==> config.mk <==
export PLATFORM = sky130hd
export DESIGN_NAME = debounce_reg_xloop_xfreq
export DESIGN_NICKNAME = d
export VERILOG_FILES = /design/src/rtl/celera_brick_pkg.sv /design/src/rtl/celsync2.sv /design/src/rtl/debounce_reg_xloop_xfreq.sv
export SDC_FILE = /design/constraint.sdc
export NUM_CORES = 1
export LEC_CHECK = 0
export ABC_AREA = 1
export CAP_MARGIN = 20
export CELL_PAD_IN_SITES_DETAIL_PLACEMENT = 1
export CELL_PAD_IN_SITES_GLOBAL_PLACEMENT = 1
export CORE_AREA = 5 5 42 44
export CTS_BUF_LIST = sky130_fd_sc_hd__clkbuf_4 sky130_fd_sc_hd__clkbuf_8
export CTS_CLUSTER_SIZE = 16
export DETAILED_ROUTE_END_ITERATION = 7
export DIE_AREA = 0 0 47 49
export DONT_BUFFER_PORTS = 1
export GPL_ROUTABILITY_DRIVEN = 0
export HOLD_SLACK_MARGIN = 0.1
export PLACE_DENSITY_LB_ADDON = 0.1
export SYNTH_ARGS = -nofsm -noshare
export SYNTH_HDL_FRONTEND = slang
export SYNTH_HIERARCHICAL = 1
export SYNTH_SLANG_ARGS = --single-unit
==> constraint.sdc <==
create_clock -name CELCLK -period 1.9 [get_ports CELCLK]
set_clock_uncertainty 0.15 [all_clocks]
set_input_delay 0.38 -clock CELCLK [delete_from_list [all_inputs] [get_ports CELCLK]]
set_output_delay 0.38 -clock CELCLK [all_outputs]
set_load 0.1 [all_outputs]
==> src/rtl/celera_brick_pkg.sv <==
// Shared definitions for the registered logic-library bricks: FSM state
// encoding plus small elaboration-time helpers for counter sizing and
// parameter legality.
package celera_brick_pkg;

    typedef enum logic {
        IDLE = 1'b0,
        QUAL = 1'b1
    } dbr_state_t;

    // Counter width able to hold 0..n-1, never narrower than one bit.
    function automatic int cnt_width(input int n);
        return ($clog2(n) < 1) ? 1 : $clog2(n);
    endfunction

    // Count-style parameters must be at least one.
    function automatic bit param_legal(input int n);
        return (n >= 1);
    endfunction

endpackage

==> src/rtl/celsync2.sv <==
// Two-flop synchroniser bringing an asynchronous level into the CELCLK
// domain. Both flops reset to RST_VAL. Supply pins are carried for the
// cell netlist only.
module celsync2 #(
    parameter bit RST_VAL = 1'b0
) (
    input  logic CELCLK,
    input  logic CELRSTN,
    input  logic CELV,
    input  logic CELG,
    input  logic SUB,
    input  logic d,
    output logic q
);

    logic s1;
    logic unused_pwr;

    // Supply, ground and substrate have no logical function in RTL.
    assign unused_pwr = ^{CELV, CELG, SUB};

    // Shift the raw level through two flops to settle metastability.
    always_ff @(posedge CELCLK) begin
        if (!CELRSTN) begin
            s1 <= RST_VAL;
            q  <= RST_VAL;
        end else begin
            s1 <= d;
            q  <= s1;
        end
    end

endmodule

==> src/rtl/debounce_reg_xloop_xfreq.sv <==
// Debounce register: synchronises a raw level, qualifies any change over
// PRESCALE*FILT_LEN enabled cycles, then presents a registered level with
// one-cycle rise/fall strobes and a busy flag while qualifying.
module debounce_reg_xloop_xfreq
    import celera_brick_pkg::*;
#(
    parameter int PRESCALE = 4,
    parameter int FILT_LEN = 3,
    parameter bit RST_VAL  = 1'b0
) (
    input  logic CELCLK,
    input  logic CELRSTN,
    input  logic CELV,
    input  logic CELG,
    input  logic SUB,
    input  logic i,
    input  logic en,
    output logic o,
    output logic rise,
    output logic fall,
    output logic busy
);

    localparam int PW = cnt_width(PRESCALE);
    localparam int FW = cnt_width(FILT_LEN);
    localparam logic [PW-1:0] P_LAST = PW'(PRESCALE - 1);
    localparam logic [FW-1:0] F_LAST = FW'(FILT_LEN - 1);

    if (!param_legal(PRESCALE)) begin : g_bad_prescale
        $error("debounce_reg_xloop_xfreq: PRESCALE must be 1 or more");
    end
    if (!param_legal(FILT_LEN)) begin : g_bad_filt_len
        $error("debounce_reg_xloop_xfreq: FILT_LEN must be 1 or more");
    end

    logic          s2;
    dbr_state_t    state, state_n;
    logic [PW-1:0] pcnt, pcnt_n;
    logic [FW-1:0] fcnt, fcnt_n;
    logic          o_n, rise_n, fall_n;

    celsync2 #(
        .RST_VAL (RST_VAL)
    ) u_sync (
        .CELCLK  (CELCLK),
        .CELRSTN (CELRSTN),
        .CELV    (CELV),
        .CELG    (CELG),
        .SUB     (SUB),
        .d       (i),
        .q       (s2)
    );

    // Next-state, counter and output decisions; a change is committed only
    // after FILT_LEN prescaled ticks in which s2 kept differing from o.
    always_comb begin
        state_n = state;
        pcnt_n  = pcnt;
        fcnt_n  = fcnt;
        o_n     = o;
        rise_n  = 1'b0;
        fall_n  = 1'b0;
        case (state)
            IDLE: begin
                pcnt_n = '0;
                fcnt_n = '0;
                if (s2 != o) begin
                    state_n = QUAL;
                end
            end
            QUAL: begin
                if (s2 == o) begin
                    // Input returned to the current level: drop the attempt.
                    state_n = IDLE;
                    pcnt_n  = '0;
                    fcnt_n  = '0;
                end else if (en) begin
                    if (pcnt != P_LAST) begin
                        pcnt_n = pcnt + 1'b1;
                    end else begin
                        pcnt_n = '0;
                        if (fcnt == F_LAST) begin
                            o_n     = s2;
                            rise_n  = s2;
                            fall_n  = ~s2;
                            fcnt_n  = '0;
                            state_n = IDLE;
                        end else begin
                            fcnt_n = fcnt + 1'b1;
                        end
                    end
                end
            end
            default: begin
                state_n = IDLE;
                pcnt_n  = '0;
                fcnt_n  = '0;
            end
        endcase
    end

    // Register FSM, counters and every output; reset discards any
    // in-flight qualification without a strobe.
    always_ff @(posedge CELCLK) begin
        if (!CELRSTN) begin
            state <= IDLE;
            pcnt  <= '0;
            fcnt  <= '0;
            o     <= RST_VAL;
            rise  <= 1'b0;
            fall  <= 1'b0;
            busy  <= 1'b0;
        end else begin
            state <= state_n;
            pcnt  <= pcnt_n;
            fcnt  <= fcnt_n;
            o     <= o_n;
            rise  <= rise_n;
            fall  <= fall_n;
            busy  <= (state_n == QUAL);
        end
    end

endmodule

==> images/m1.png <==
Drawn at 8 px/um. Supply wires on this layer in grey.
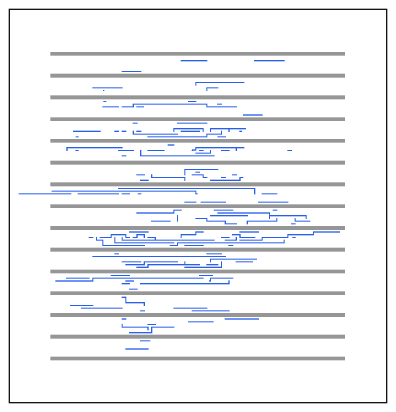
longest straight run = 17.9 um
main direction = horizontal
share of all routed wire = 49%
total wire length after detailed routing: 918 um
total number of vias: 381

==> images/m2.png <==
Drawn at 6 px/um.
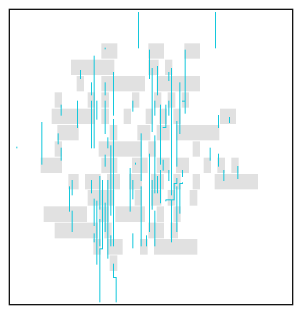
share of all routed wire = 43%
wire length on this layer = 398 um
longest straight run = 21.1 um
main direction = vertical
nets with wire on the layer = 59
GR Layer Usage met2: 12.2%

==> impl_metrics.toml <==
# yosys + openroad results
[status]
status = "completed"

[grt]
track_usage_pct = 9.16

[route]
detail_route.iter0.violations = 8
routedWlPerCell_um = 11.1
drtAntennaViolNets = 0

[placement]
placed_cells = 77

[finish]
area.sequential_um2 = 200
area.growth.synth_to_final_pct = 25.6

[logic_synthesis]
synth.avg_cell_area_um2 = 7.29
syn-cell-area_um2 = 415
area_leaders = "sky130_fd_sc_hd__dfxtp_1 (48%), sky130_fd_sc_hd__nand2_1 (14%), sky130_fd_sc_hd__nor2_1 (9.0%), sky130_fd_sc_hd__inv_1 (7.2%), sky130_fd_sc_hd__nand4_1 (6.0%)"
synth_stat.cells = 57
yosys.stat.chipArea_um2 = 415
yosys.cell_types.count = 14
number_of_instances_in_the_synthesized_netlist = 57
synthArstFlopShare_pct = 0
count_of_flip_flops_with_a_built_in_enable_after_synthesis = 0
synth.yosys.warnings = 6

[sta]
achievable-frequency_mhz = 621
finalHoldViolCount = 0

[cts]
clock_sink_count = 10
tritoncts_clock_tree = "done"
cts-hold-fix-buffers = 2
number_of_setup_buffers_added_after_cts = 0

[pwr]
pwr-share-seq_pct = 49.9
cellPowerDensity_nw_per_um2 = 823
clock_power_share_pct = 45.7
power_leakage_nw = 0.248

[floorplan]
fp_util_pct = 29.6
floorplan.io_pins = 11
die_h_um = 49

[worst_setup_path]
worst-r2r-setup-slack_ps = 620
critPathCaptureType = "flip-flop"
rr_endpoint = "o"
cp.arrival_ps = 1630

[flow_run]
log.warning_count = 29
==> images/m3.png <==
Drawn at 8 px/um.
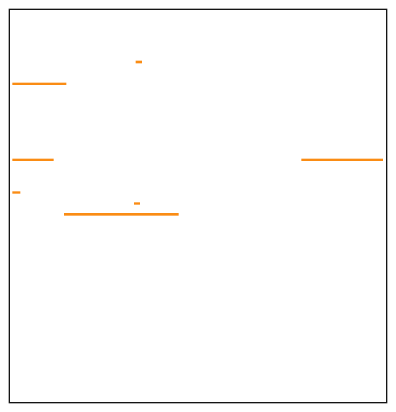
share of all routed wire = 4.0%
wire length on this layer = 36.3 um
nets with wire on the layer = 5
met3 layer usage reported by global route: 4.43%

[layout make-up]
class	count	area share, %
inverters	8	5.76
well taps	16	3.84
repair buffers	6	9.59
multi-input cells	39	35.5
clock buffers	4	6.95
flip-flops and latches	10	38.4
[power groups by stage]
| stage | Clock (mW) | Combinational [mW] | Sequential, mW |
|---|---|---|---|
| floorplan | 0 | 0.00757 | 0.223 |
| global placement | 0 | 0.0151 | 0.219 |
| detailed placement | 0 | 0.0150 | 0.219 |
| CTS | 0.204 | 0.0194 | 0.214 |
| global route | 0.213 | 0.0210 | 0.214 |
| finish | 0.196 | 0.0191 | 0.214 |
[logic make-up after synthesis]
group           count (synthesis)  share of synthesized area [%]
buf+inv                         8                           7.23
simple gates                   34                           36.1
compound gates                  4                           5.42
fa+ha+maj                       1                           3.01
flops                          10                           48.2
[state kept, by name, indices dropped and copies added, names as in the netlist]
name and count:
fall 1, fcnt 2, u_sync/q 1, state 1
pcnt 2, u_sync/s1 1, rise 1, o 1
[per-layer routing]
metal | track usage [%] | part of all wire, % | vias up
li1 | - | - | 204
met1 | 10.8 | 49 | 167
met2 | 12.2 | 43 | 6
met3 | 4.43 | 3.9 | 4
met4 | 6.91 | 3.7 | 0
met5 | 0 | 0 | -
[worst max path at each step]
| stage | startpoint | endpoint | slack, ps | depth (start not counted) |
|---|---|---|---|---|
| after floorplan | state | o | 140 | 5 |
| after global placement | pcnt[0] | o | 620 | 6 |
| after detailed placement | pcnt[0] | o | 620 | 6 |
| after CTS | CELRSTN | u_sync/s1 | 300 | 4 |
| after global routing | CELRSTN | u_sync/s1 | 260 | 4 |
| final | CELRSTN | u_sync/s1 | 290 | 4 |
[layout by cell type, fill, tap and decap left out]
| master | instances |
|---|---|
| sky130_fd_sc_hd__nor2_1 | 10 |
| sky130_fd_sc_hd__nor2_2 | 1 |
| sky130_fd_sc_hd__nand4_1 | 4 |
| sky130_fd_sc_hd__nor4_1 | 1 |
| sky130_fd_sc_hd__buf_4 | 4 |
| sky130_fd_sc_hd__nand3b_1 | 1 |
| sky130_fd_sc_hd__dfxtp_1 | 10 |
| sky130_fd_sc_hd__o21ai_0 | 2 |
| sky130_fd_sc_hd__nand3_1 | 1 |
| sky130_fd_sc_hd__nand2_1 | 15 |
| sky130_fd_sc_hd__ha_1 | 1 |
| sky130_fd_sc_hd__a21oi_1 | 1 |
| sky130_fd_sc_hd__dlygate4sd3_1 | 2 |
| sky130_fd_sc_hd__inv_1 | 8 |
| sky130_fd_sc_hd__clkbuf_4 | 3 |
| sky130_fd_sc_hd__o211ai_1 | 1 |
| sky130_fd_sc_hd__clkbuf_8 | 1 |
| sky130_fd_sc_hd__nand2_2 | 1 |
[worst max-delay path: stages]
cell	delay (ps)
sky130_fd_sc_hd__dlygate4sd3_1	600
sky130_fd_sc_hd__nand2_1	70
sky130_fd_sc_hd__dlygate4sd3_1	540
sky130_fd_sc_hd__inv_1	30
[through the flow]
stage | cell area, um^2 | power [mW] | hold WS [ps]
after floorplan | 415 | 0.230 | 236
after global placement | 465 | 0.234 | 254
after detailed placement | 465 | 0.234 | 249
after CTS | 522 | 0.438 | 106
after global routing | 522 | 0.448 | 115
final | 522 | 0.429 | 110
Power is estimated from default activity; no workload was simulated.
